===== src/rtl/amp_scaler.sv =====
// amp_scaler: maps an amplitude sample to a TFT row coordinate,
// scaled against the running full-scale reference from max_find.
// The multiply is exact. A restoring divider then produces one quotient
// bit per cycle, MSB first, and the quotient is clamped to HEIGHT-1.
// Optional build macro AMP_SCALER_INVERT_EN: when defined, the output
// row is HEIGHT-1-q, which puts the origin at the top of the screen.
module amp_scaler #(
  parameter int DATA_W = 8,
  parameter int HEIGHT = 272,
  parameter int OUT_W  = 9
) (
  input  logic              clock,
  input  logic              aclr,
  input  logic              in_valid,
  output logic              in_ready,
  input  logic [DATA_W-1:0] sample,
  input  logic [DATA_W-1:0] wmax,
  output logic              out_valid,
  input  logic              out_ready,
  output logic [OUT_W-1:0]  out_y,
  output logic              out_sat
);

  localparam int P     = DATA_W + OUT_W;
  localparam int CNT_W = $clog2(P);
  localparam logic [P-1:0]     FULL_P = P'(HEIGHT - 1);
  localparam logic [OUT_W-1:0] FULL_Y = OUT_W'(HEIGHT - 1);

  typedef enum logic [1:0] {IDLE, MUL, DIV, DONE} state_t;

  // Control and output registers (reset)
  state_t             state_q, state_d;
  logic [CNT_W-1:0]   cnt_q, cnt_d;
  logic               out_valid_q, out_valid_d;
  logic [OUT_W-1:0]   out_y_q, out_y_d;
  logic               out_sat_q, out_sat_d;

  // Datapath registers (no reset: always loaded before use)
  logic [DATA_W-1:0]  sample_q, sample_d;
  logic [DATA_W-1:0]  wmax_q, wmax_d;
  logic [DATA_W:0]    rem_q, rem_d;
  logic [P-1:0]       quot_q, quot_d;

  // Combinational helpers
  logic [P-1:0]       prod;
  logic [DATA_W:0]    trial;
  logic [DATA_W:0]    diff;
  logic               ge;
  logic [DATA_W:0]    rem_step;
  logic [P-1:0]       quot_step;
  logic [OUT_W:0]     res_c;

  // Clamp the full quotient to the visible range; a zero reference gives 0.
  // Result is {sat, y}.
  function automatic logic [OUT_W:0] sat_clamp(input logic [P-1:0] q,
                                               input logic zero_div);
    logic [OUT_W:0] r;
    if (zero_div) begin
      r = '0;
    end else if (q > FULL_P) begin
      r = {1'b1, FULL_Y};
    end else begin
      r = {1'b0, q[OUT_W-1:0]};
    end
    return r;
  endfunction

  // Choose the screen origin: bottom (identity) or top (mirrored).
  function automatic logic [OUT_W-1:0] orient(input logic [OUT_W-1:0] y);
`ifdef AMP_SCALER_INVERT_EN
    return FULL_Y - y;
`else
    return y;
`endif
  endfunction

  // Exact product and one restoring-division step.
  // The quotient register starts out holding the numerator and shifts its
  // MSB into the remainder. rem_q[DATA_W] is normally zero, but it is
  // still honoured so that the step stays correct if it is ever set.
  always_comb begin
    prod      = {{OUT_W{1'b0}}, sample_q} * FULL_P;
    trial     = {rem_q[DATA_W-1:0], quot_q[P-1]};
    ge        = rem_q[DATA_W] | (trial >= {1'b0, wmax_q});
    diff      = trial - {1'b0, wmax_q};
    rem_step  = ge ? diff : trial;
    quot_step = {quot_q[P-2:0], ge};
  end

  // Next-state logic for the IDLE/MUL/DIV/DONE sequence and its datapath
  always_comb begin
    state_d     = state_q;
    cnt_d       = cnt_q;
    out_valid_d = out_valid_q;
    out_y_d     = out_y_q;
    out_sat_d   = out_sat_q;
    sample_d    = sample_q;
    wmax_d      = wmax_q;
    rem_d       = rem_q;
    quot_d      = quot_q;
    res_c       = '0;
    case (state_q)
      IDLE: begin
        if (in_valid) begin
          sample_d = sample;
          wmax_d   = wmax;
          state_d  = MUL;
        end
      end
      MUL: begin
        quot_d  = prod;
        rem_d   = '0;
        cnt_d   = CNT_W'(P - 1);
        state_d = DIV;
      end
      DIV: begin
        rem_d  = rem_step;
        quot_d = quot_step;
        if (cnt_q == '0) begin
          res_c       = sat_clamp(quot_step, wmax_q == '0);
          out_y_d     = orient(res_c[OUT_W-1:0]);
          out_sat_d   = res_c[OUT_W];
          out_valid_d = 1'b1;
          state_d     = DONE;
        end else begin
          cnt_d = cnt_q - 1'b1;
        end
      end
      DONE: begin
        if (out_ready) begin
          out_valid_d = 1'b0;
          state_d     = IDLE;
        end
      end
      default: begin
        state_d     = IDLE;
        out_valid_d = 1'b0;
      end
    endcase
  end

  // Control and output flops; reset aborts any computation in flight
  always_ff @(posedge clock or posedge aclr) begin
    if (aclr) begin
      state_q     <= IDLE;
      cnt_q       <= '0;
      out_valid_q <= 1'b0;
      out_y_q     <= '0;
      out_sat_q   <= 1'b0;
    end else begin
      state_q     <= state_d;
      cnt_q       <= cnt_d;
      out_valid_q <= out_valid_d;
      out_y_q     <= out_y_d;
      out_sat_q   <= out_sat_d;
    end
  end

  // Input snapshot, product and divider registers
  always_ff @(posedge clock) begin
    sample_q <= sample_d;
    wmax_q   <= wmax_d;
    rem_q    <= rem_d;
    quot_q   <= quot_d;
  end

  assign in_ready  = (state_q == IDLE);
  assign out_valid = out_valid_q;
  assign out_y     = out_y_q;
  assign out_sat   = out_sat_q;

endmodule


===== config.mk =====
export PLATFORM = sky130hd
export DESIGN_NAME = amp_scaler
export DESIGN_NICKNAME = d
export VERILOG_FILES = /design/src/rtl/amp_scaler.sv
export SDC_FILE = /design/constraint.sdc
export NUM_CORES = 1
export LEC_CHECK = 0
export CAP_MARGIN = 10
export CORE_ASPECT_RATIO = 0.5
export CORE_MARGIN = 2
export CORE_UTILIZATION = 50
export DETAILED_ROUTE_END_ITERATION = 16
export GPL_TIMING_DRIVEN = 0
export PLACE_DENSITY = 0.7
export SYNTH_ARGS = -nofsm -noshare
export SYNTH_HDL_FRONTEND = slang
export SYNTH_SLANG_ARGS = --single-unit

===== constraint.sdc =====
create_clock -name clock -period 11.6 [get_ports clock]
set_input_delay 2.9 -clock clock [delete_from_list [all_inputs] [get_ports clock]]
set_output_delay 2.9 -clock clock [all_outputs]
set_load 0.01 [all_outputs]

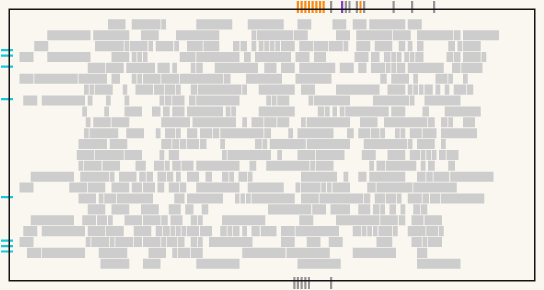
Run 1: pin map
Drawn at 4 px/um. Pins as bars across the die edge, other pins in gray.
Orange stands for `out_y`, pins 9, direction output, edge north. Purple stands for `out_sat`, pins 1, direction output, edge north. Cyan stands for `sample`, pins 8, direction input, edge west.
All pins by edge: 18 north, 8 west, 6 south.
width of the die: 131 um
die extent in y: 67.5 um

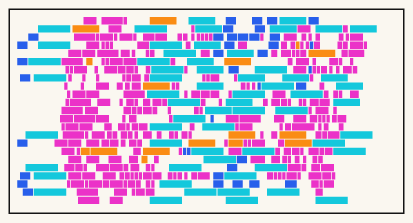
Run 1: placed cells, one color a class
Drawn at 3 px/um.
Orange stands for clock drivers and dummy loads, cells 16, share of their area 6.7%. Blue stands for other buffers and delay cells, cells 38, share of their area 7.4%. Cyan stands for flip-flops, cells 60, share of their area 37%. Magenta stands for all other logic, cells 311, share of their area 49%.
total non-filler cell area in the finished layout: 0.00480 mm^2
total core area: 0.00791 mm^2
Cell Rows: 23

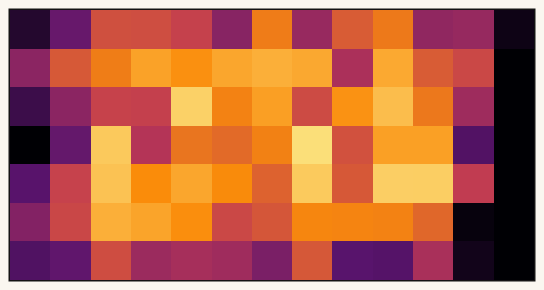
Run 1: cell density map
Drawn at 4 px/um. The die is cut into 13 by 7 equal tiles; black is low, pale yellow is high, 0 to 100% covered.
24% of the tiles are over 75% full. The mean over all tiles is 53%. 7.7% of the tiles are nearly empty. The densest ninth of the die: center.
Core Density at Floorplan: 51.0%
final core utilization: 60.6%

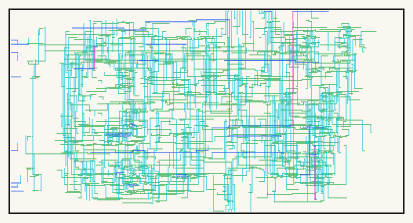
Run 1: metal layers overlaid
Drawn at 3 px/um.
Magenta stands for met4, wire length 118 um. Cyan stands for met2, wire length 4320 um. Green stands for met1, wire length 3660 um. Blue stands for met3, wire length 308 um.
detailed-route wire length per cell: 15.7 um
overall fraction of global-route tracks in use: 21.1%

==> impl_metrics.ini, run 1 <==
; physical design summary
[setup_path]
r2r.worst_path.cells = 12
worstReg2RegEnd = quot_q[13]
timing_worst_setup_path_type = flop to output pin

[clocking]
cts_sinks = 60
clock_tree.buffer_depth = 2
tritoncts_buffer_count = 9
post_cts_resized = 0
clk_root_buffer_cell = clkbuf_16
cts.repair_timing.setup_buffer_count = 0

[timing]
fmax_mhz = 222
layout_worst_path_cycle_share_pct = 38.9
drv_slew = 0
slew-limit-headroom_pct = 23.0

[global_routing]
grt_antenna_before_repair = 0
grt_start_max_net_pins = 28
first_global_vias = 2935

[detailed_routing]
viasPerCell = 5.40
drt.antenna.violating_nets = 0
drt_first_iter_violations = 174

[logic_synthesis]
post_synth_instance_area_mm2 = 0.00403
synthCells = 378
synthArstFlopShare_pct = 30.0
dominantRegCellSynth = edfxtp_1
ys_chip_area_mm2 = 0.00403
synth-seq-area-share_pct = 42.4
synth_cell_types = 45

[finish]
layout.area.seq_mm2 = 0.00171
layout_area_growth_over_synthesis_pct = 19.0
final_layout_top_logic_cell = ha_1
finalNonFillerCells = 537
combGateArea_mm2 = 0.00211

[power_and_ir_drop]
leakage_power_total_nw = 2.10

[status]
status = finished, final reports clean

[place]
dp_slack_ps = 7140
run 1: routing by layer:
metal / vias up / part of all wire, % / GRT usage (%)
met1: 1410 / 44 / 24.4
met2: 54 / 51 / 37.9
met5: - / 0 / 0
li1: 1423 / - / -
met4: 0 / 1.4 / 6.38
met3: 11 / 3.7 / 7.21
run 1: power by group:
| group | internal, mW | switching [mW] | total, mW |
|---|---|---|---|
| logic | 0.390 | 0.525 | 0.915 |
| clock network | 0.176 | 0.0991 | 0.275 |
| registers | 0.379 | 0.0584 | 0.437 |
| total | 0.945 | 0.682 | 1.63 |
run 1: Yosys cell counts (2+ instances only):
cell type,number,area (um^2)
o21bai_1,5,37.5
inv_1,48,180
xnor2_1,10,87.6
a211oi_1,3,22.5
a211oi_2,2,25.0
a22o_1,5,43.8
nand3_1,6,30.0
o21ai_0,32,160
nand2b_1,2,12.5
nand2_1,38,143
o21a_1,4,30.0
nor3_1,6,30.0
a21o_1,5,37.5
nand4_1,2,12.5
o31a_1,2,17.5
nor4_1,7,43.8
a21oi_1,12,60.1
edfxtp_1,42,1260
nor2b_1,4,25.0
dfrtp_1,18,450
ha_1,52,651
o2bb2ai_1,2,17.5
mux2_2,4,45.0
fa_1,12,240
clkbuf_1,6,22.5
xor2_1,6,52.6
mux2i_1,5,50.1
nor2_1,21,78.8
run 1: flip-flops by register name (all words and copies together), names as in the netlist:
name and count:
cnt_q 5, out_sat 1, out_valid 1, out_y 9
quot_q 17, rem_q 9, sample_q 8, state_q 2
wmax_q 8
run 1: metrics by stage:
stage	total power, mW	hold slack, ps	cell area, um^2
finish	1.63	463	4800
global route	1.77	497	4800
CTS	1.63	469	4800
detailed placement	1.34	457	4480
global placement	1.30	454	4480
floorplan	1.12	477	4030
run 1: cells by family (layout without fill, tap and decap cells):
| family | after synthesis | count (layout) | share of synthesized area [%] |
|---|---|---|---|
| buf+inv | 55 | 102 | 5.30 |
| flops | 60 | 60 | 42.4 |
| xor+xnor | 16 | 16 | 3.47 |
| compound gates | 83 | 83 | 13.8 |
| mux | 9 | 9 | 2.36 |
| fa+ha+maj | 64 | 64 | 22.1 |
| simple gates | 91 | 91 | 10.5 |
run 1: how the worst min path moves through the flow:
| stage | start | to | slack (ps) |
|---|---|---|---|
| after floorplan | quot_q[0] | out_y[1] | 480 |
| after global placement | out_y[3] | out_y[3] | 450 |
| after detailed placement | out_y[1] | out_y[1] | 460 |
| after CTS | out_y[1] | out_y[1] | 470 |
| after global routing | out_y[1] | out_y[1] | 500 |
| final | out_y[1] | out_y[1] | 460 |
run 1: area by class of cell:
| class | instances | share of cell area [%] |
|---|---|---|
| well taps | 112 | 2.92 |
| multi-input cells | 263 | 43.9 |
| inverters | 48 | 3.75 |
| repair buffers | 31 | 6.47 |
| clock inverters | 4 | 0.522 |
| clock buffers | 12 | 6.02 |
| flip-flops and latches | 60 | 35.7 |
| plain buffers | 7 | 0.704 |
run 1: worst max-delay path: stages (launching register included):
cell             delay [ps]
dfrtp_1                 410
inv_1                   110
ha_1                    210
clkdlybuf4s50_1         550
## Run 2: what changed since run 1
==> constraint.sdc (replaced) <==
create_clock -name clock -period 4.5 [get_ports clock]
set_input_delay 1.125 -clock clock [delete_from_list [all_inputs] [get_ports clock]]
set_output_delay 1.125 -clock clock [all_outputs]
set_load 0.01 [all_outputs]
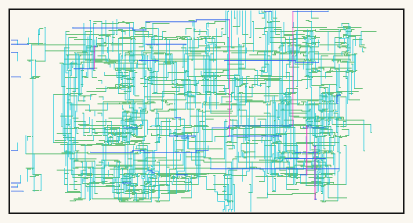
Run 2: metal layers overlaid
Drawn at 3 px/um.
Green stands for met1, wire length 3630 um. Magenta stands for met4, wire length 118 um. Blue stands for met3, wire length 342 um. Cyan stands for met2, wire length 4380 um.
detailed-route wire length per cell: 15.7 um
routed vias: 2891
total detailed-routing wirelength: 8470 um

==> run 2 against run 1 <==
Clock power went up to 2.6 times the previous value. Via count fell by 0.24%. Combinational power rose to 2.6 times the previous value. Non-clock buffer count increased by 2. Largest power group unchanged.
==> impl_metrics.ini, run 2 <==
; physical design summary
[global_routing]
grt_use_met3_pct = 7.21
global_route.usage.total_pct = 21.1
grt.met1_usage_pct = 24.4
grt_busiest_layer = met2

[detailed_routing]
drt_first_iter_violations = 204

[floorplanning]
dieHeight_um = 67.5
core.rowCount = 23
core_area_mm2 = 0.00791

[logic_synthesis]
synth_cell_types = 45
synth-seq-area-share_pct = 42.4
post_synth_instance_area_mm2 = 0.00403
synthCells = 378
post-synth-top-area-cell = edfxtp_1
synthArstFlopShare_pct = 30.0
dominantRegCellSynth = edfxtp_1

[timing]
holdWs_ps = 463
slew-limit-headroom_pct = 22.9
drv_slew = 0

[status]
status = finished, final reports clean

[power_and_ir_drop]
p_sw_mw = 1.77
report.power.total_mw = 4.22
seq_power_share_pct = 26.7
clock_share_of_power_pct = 16.8

[finish]
layout.area.seq_mm2 = 0.00171
final_layout_top_logic_cell = ha_1
layout_area_growth_over_synthesis_pct = 19.6
combGateArea_mm2 = 0.00212
register_with_the_highest_flop_count = quot_q
postLayoutCoreUtil_pct = 61.0
largest_reg_flops = 17

[place]
dp_slack_ps = 179
place_area_mm2 = 0.00448

[setup_path]
critical-path-slowest-cell = fa_1
timing_worst_setup_path_type = flop to flop
cell_chain_critical_path = fa_1, inv_1, fa_1, inv_1, fa_1, ha_1, ha_1, nor4_1, a211oi_1, o31ai_1, xnor2_1, mux2_2

[clocking]
tritoncts_buffer_count = 9
==> run 2: cells by family (layout without fill, tap and decap cells) <==
| group | count (synthesis) | count (layout) | share of synthesized area, % |
|---|---|---|---|
| simple gates | 91 | 91 | 10.5 |
| compound gates | 83 | 83 | 13.8 |
| fa+ha+maj | 64 | 64 | 22.1 |
| flops | 60 | 60 | 42.4 |
| buf+inv | 55 | 104 | 5.30 |
| xor+xnor | 16 | 16 | 3.47 |
| mux | 9 | 9 | 2.36 |
==> run 2: routing by layer <==
layer / routed length [um] / vias up / part of all wire, %
met5: 0 / - / 0
met4: 118 / 0 / 1.4
met3: 342 / 11 / 4.0
met2: 4380 / 61 / 52
met1: 3630 / 1397 / 43
li1: - / 1422 / -
==> run 2: final timing paths <==
| path | from | end | slack [ps] | cells past startpoint |
|---|---|---|---|---|
| max in group asynchronous | aclr | out_y[2] | 2870 | 2 |
| worst min register to register | out_y[1] | out_y[1] | 460 | 2 |
| min in group asynchronous | aclr | state_q[0] | 1190 | 2 |
| worst max register to register | sample_q[5] | quot_q[15] | 220 | 12 |
| worst max-delay path | sample_q[5] | quot_q[15] | 220 | 12 |
| worst min-delay path | out_y[1] | out_y[1] | 460 | 2 |
==> run 2: power groups by stage <==
stage               Sequential [mW]  Clock [mW]  Combinational [mW]
floorplan                      1.09           0                1.78
global placement               1.12           0                2.23
detailed placement             1.13           0                2.33
CTS                            1.13       0.720                2.37
global route                   1.15       0.744                2.69
finish                         1.12       0.710                2.38
==> run 2: cell type report <==
type                       count  share of cell area [%]
timing repair buffer          33                    6.74
inverter                      48                    3.73
clock inverter                 4                   0.519
buffer                         7                   0.700
multi-input combinational    263                    43.9
clock buffer                  12                    5.99
tap                          112                    2.90
sequential                    60                    35.5
==> run 2: critical path, delay by kind of cell, from the launching register on <==
family,cells,cell delay (ps)
simple gates,1,370
fa+ha+maj,5,2150
buf+inv,2,130
compound gates,2,480
mux,1,270
xor+xnor,1,130
flops,1,510
==> run 2: what timing repair did <==
item                       in CTS  in global routing
buffers inserted                0                  2
setup endpoints to repair       0                  4
gates resized                   0                  3
Run 2, cell density map:
Drawn at 4 px/um. The die is cut into 13 by 7 equal tiles; black is low, pale yellow is high, 0 to 100% covered.
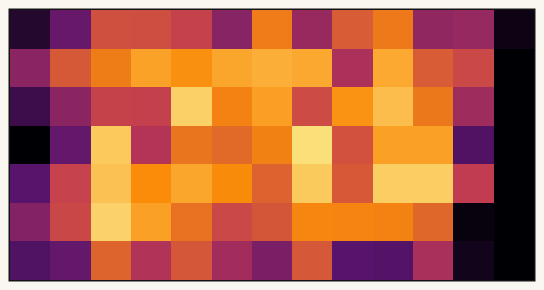

## Run 3: what changed since run 2
==> config.mk (replaced) <==
export PLATFORM = sky130hd
export DESIGN_NAME = amp_scaler
export DESIGN_NICKNAME = d
export VERILOG_FILES = /design/src/rtl/amp_scaler.sv
export SDC_FILE = /design/constraint.sdc
export NUM_CORES = 1
export LEC_CHECK = 0
export ABC_CLOCK_PERIOD_IN_PS = 4500
export CAP_MARGIN = 10
export CORE_ASPECT_RATIO = 0.5
export CORE_UTILIZATION = 34
export DETAILED_ROUTE_END_ITERATION = 16
export GPL_TIMING_DRIVEN = 0
export SYNTH_ARGS = -nofsm -noshare
export SYNTH_HDL_FRONTEND = slang
export SYNTH_SLANG_ARGS = --single-unit
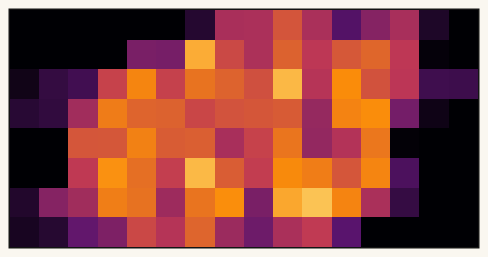
Run 3: cell density map
Drawn at 3 px/um. The die is cut into 16 by 8 equal tiles; black is low, pale yellow is high, 0 to 100% covered.
The emptiest ninth of the die: north-west. The mean over all tiles is 38%. The fullest tile reaches 87%. 23% of the tiles are nearly empty.
final core utilization: 43.4%
total core area: 0.0113 mm^2
Core Density at Floorplan: 35.8%

==> run 3 against run 2 <==
Via count down 3.0%. Fmax grew 1.1%. Utilization decreased by 18 points. Critical path type unchanged. Critical endpoint is now quot_q[13]. Largest cell class unchanged. Highest routed layer unchanged.
==> impl_metrics.ini, run 3 <==
; physical design summary
[clocking]
clk_root_buffer_cell = clkbuf_16
clock_tree.buffer_depth = 2
tritoncts_buffer_count = 9

[finish]
final_layout_top_logic_cell = ha_1
final_design_area_no_fill_mm2 = 0.00490
register_with_the_highest_flop_count = quot_q

[logic_synthesis]
synth-seq-area-share_pct = 42.4
synthCells = 378
synth_cell_types = 45
synth_top_cell_by_count = ha_1
ys_chip_area_mm2 = 0.00403
cell_area_leaders = edfxtp_1 31%, ha_1 16%, dfrtp_1 11%
post_synth_instance_area_mm2 = 0.00403
yosysTopAreaCellShare_pct = 31.3
dominantRegCellSynth = edfxtp_1
ys_top_cells_by_count = 52 x ha_1, 48 x inv_1, 42 x edfxtp_1, 38 x nand2_1, 32 x o21ai_0
post-synth-top-area-cell = edfxtp_1

[place]
place_area_mm2 = 0.00454

[detailed_routing]
dr.max_layer_used = met4
routed_wl_um = 8180
num_vias = 2805
viasPerCell = 4.76
met3_routed_length_um = 202
met2_wirelength_um = 3700
routed_wire_length_per_instance_um = 13.9
met1_layer_wirelength_in_the_final_routing_um = 4160

[floorplanning]
floorplan.die.width_um = 156
dieHeight_um = 79.0
core.rowCount = 27

[timing]
fmax_mhz = 236
slew-limit-headroom_pct = 21.2
layout_worst_path_cycle_share_pct = 94.2

[power_and_ir_drop]
p_sw_mw = 1.73
seq_power_share_pct = 26.7

[status]
status = finished, final reports clean

[global_routing]
global_route.usage.total_pct = 15.0

[setup_path]
timing_worst_setup_path_type = flop to flop
critPathMostFrequentCell = fa_1
critical-path-slowest-cell = fa_1
run 3: cell count changes in the layout (fill, tap and decap cells not counted), sizes merged:
| cell | before | now |
|---|---|---|
| buf | 3 | 6 |
| inv | 50 | 48 |
| clkbuf | 18 | 20 |
run 3: power groups by stage:
stage          Clock [mW]  Combinational (mW)  Sequential [mW]
2_1_floorplan           0                1.78             1.09
3_3_place_gp            0                2.29             1.13
3_5_place_dp            0                2.31             1.13
4_1_cts             0.724                2.35             1.13
5_1_grt             0.749                2.70             1.15
6_report            0.707                2.36             1.12
run 3: timing repair:
action                     CTS  global route
setup endpoints to repair    0             2
hold buffers                 0             0
buffers inserted             0             5
gates resized                0             2
run 3: logic make-up (layout without fill, tap and decap cells):
logic type	count (synthesis)	in the layout	share of synthesized area, %
AND/OR/NAND/NOR	91	91	10.5
AND-OR/OR-AND	83	83	13.8
adder cells (fa/ha/maj)	64	64	22.1
flip-flops	60	60	42.4
buffers and inverters	55	107	5.30
XOR/XNOR	16	16	3.47
multiplexers	9	9	2.36
run 3: final timing paths:
path                              from         end  slack [ps]  depth (start not counted)
setup / recovery           sample_q[7]  quot_q[13]         260                         13
hold / removal                out_y[2]    out_y[2]         470                          2
setup reg to reg           sample_q[7]  quot_q[13]         260                         13
hold reg to reg               out_y[2]    out_y[2]         470                          2
max in group asynchronous         aclr    out_y[3]        2830                          2
min in group asynchronous         aclr    cnt_q[3]        1210                          2
run 3: worst max-delay path, delay by kind of cell (launching register included):
family	cells	cell delay, ps
adder cells (fa/ha/maj)	5	2220
flip-flops	1	510
AND/OR/NAND/NOR	1	90
buffers and inverters	2	120
AND-OR/OR-AND	5	1040
run 3: layout make-up:
| cell class | count | area [um^2] |
|---|---|---|
| clock inverters | 2 | 13.8 |
| well taps | 159 | 199 |
| fillers | 1092 | 6380 |
| multi-input cells | 263 | 2120 |
| flip-flops and latches | 60 | 1710 |
| repair buffers | 36 | 348 |
| clock buffers | 14 | 297 |
| plain buffers | 7 | 33.8 |
| inverters | 48 | 180 |
run 3: metal layers:
layer | vias up | global-route usage [%]
li1 | 1439 | -
met1 | 1323 | 19.1
met2 | 32 | 24.3
met3 | 11 | 3.98
met4 | 0 | 6.47
met5 | - | 0
Power is estimated from default activity; no workload was simulated.
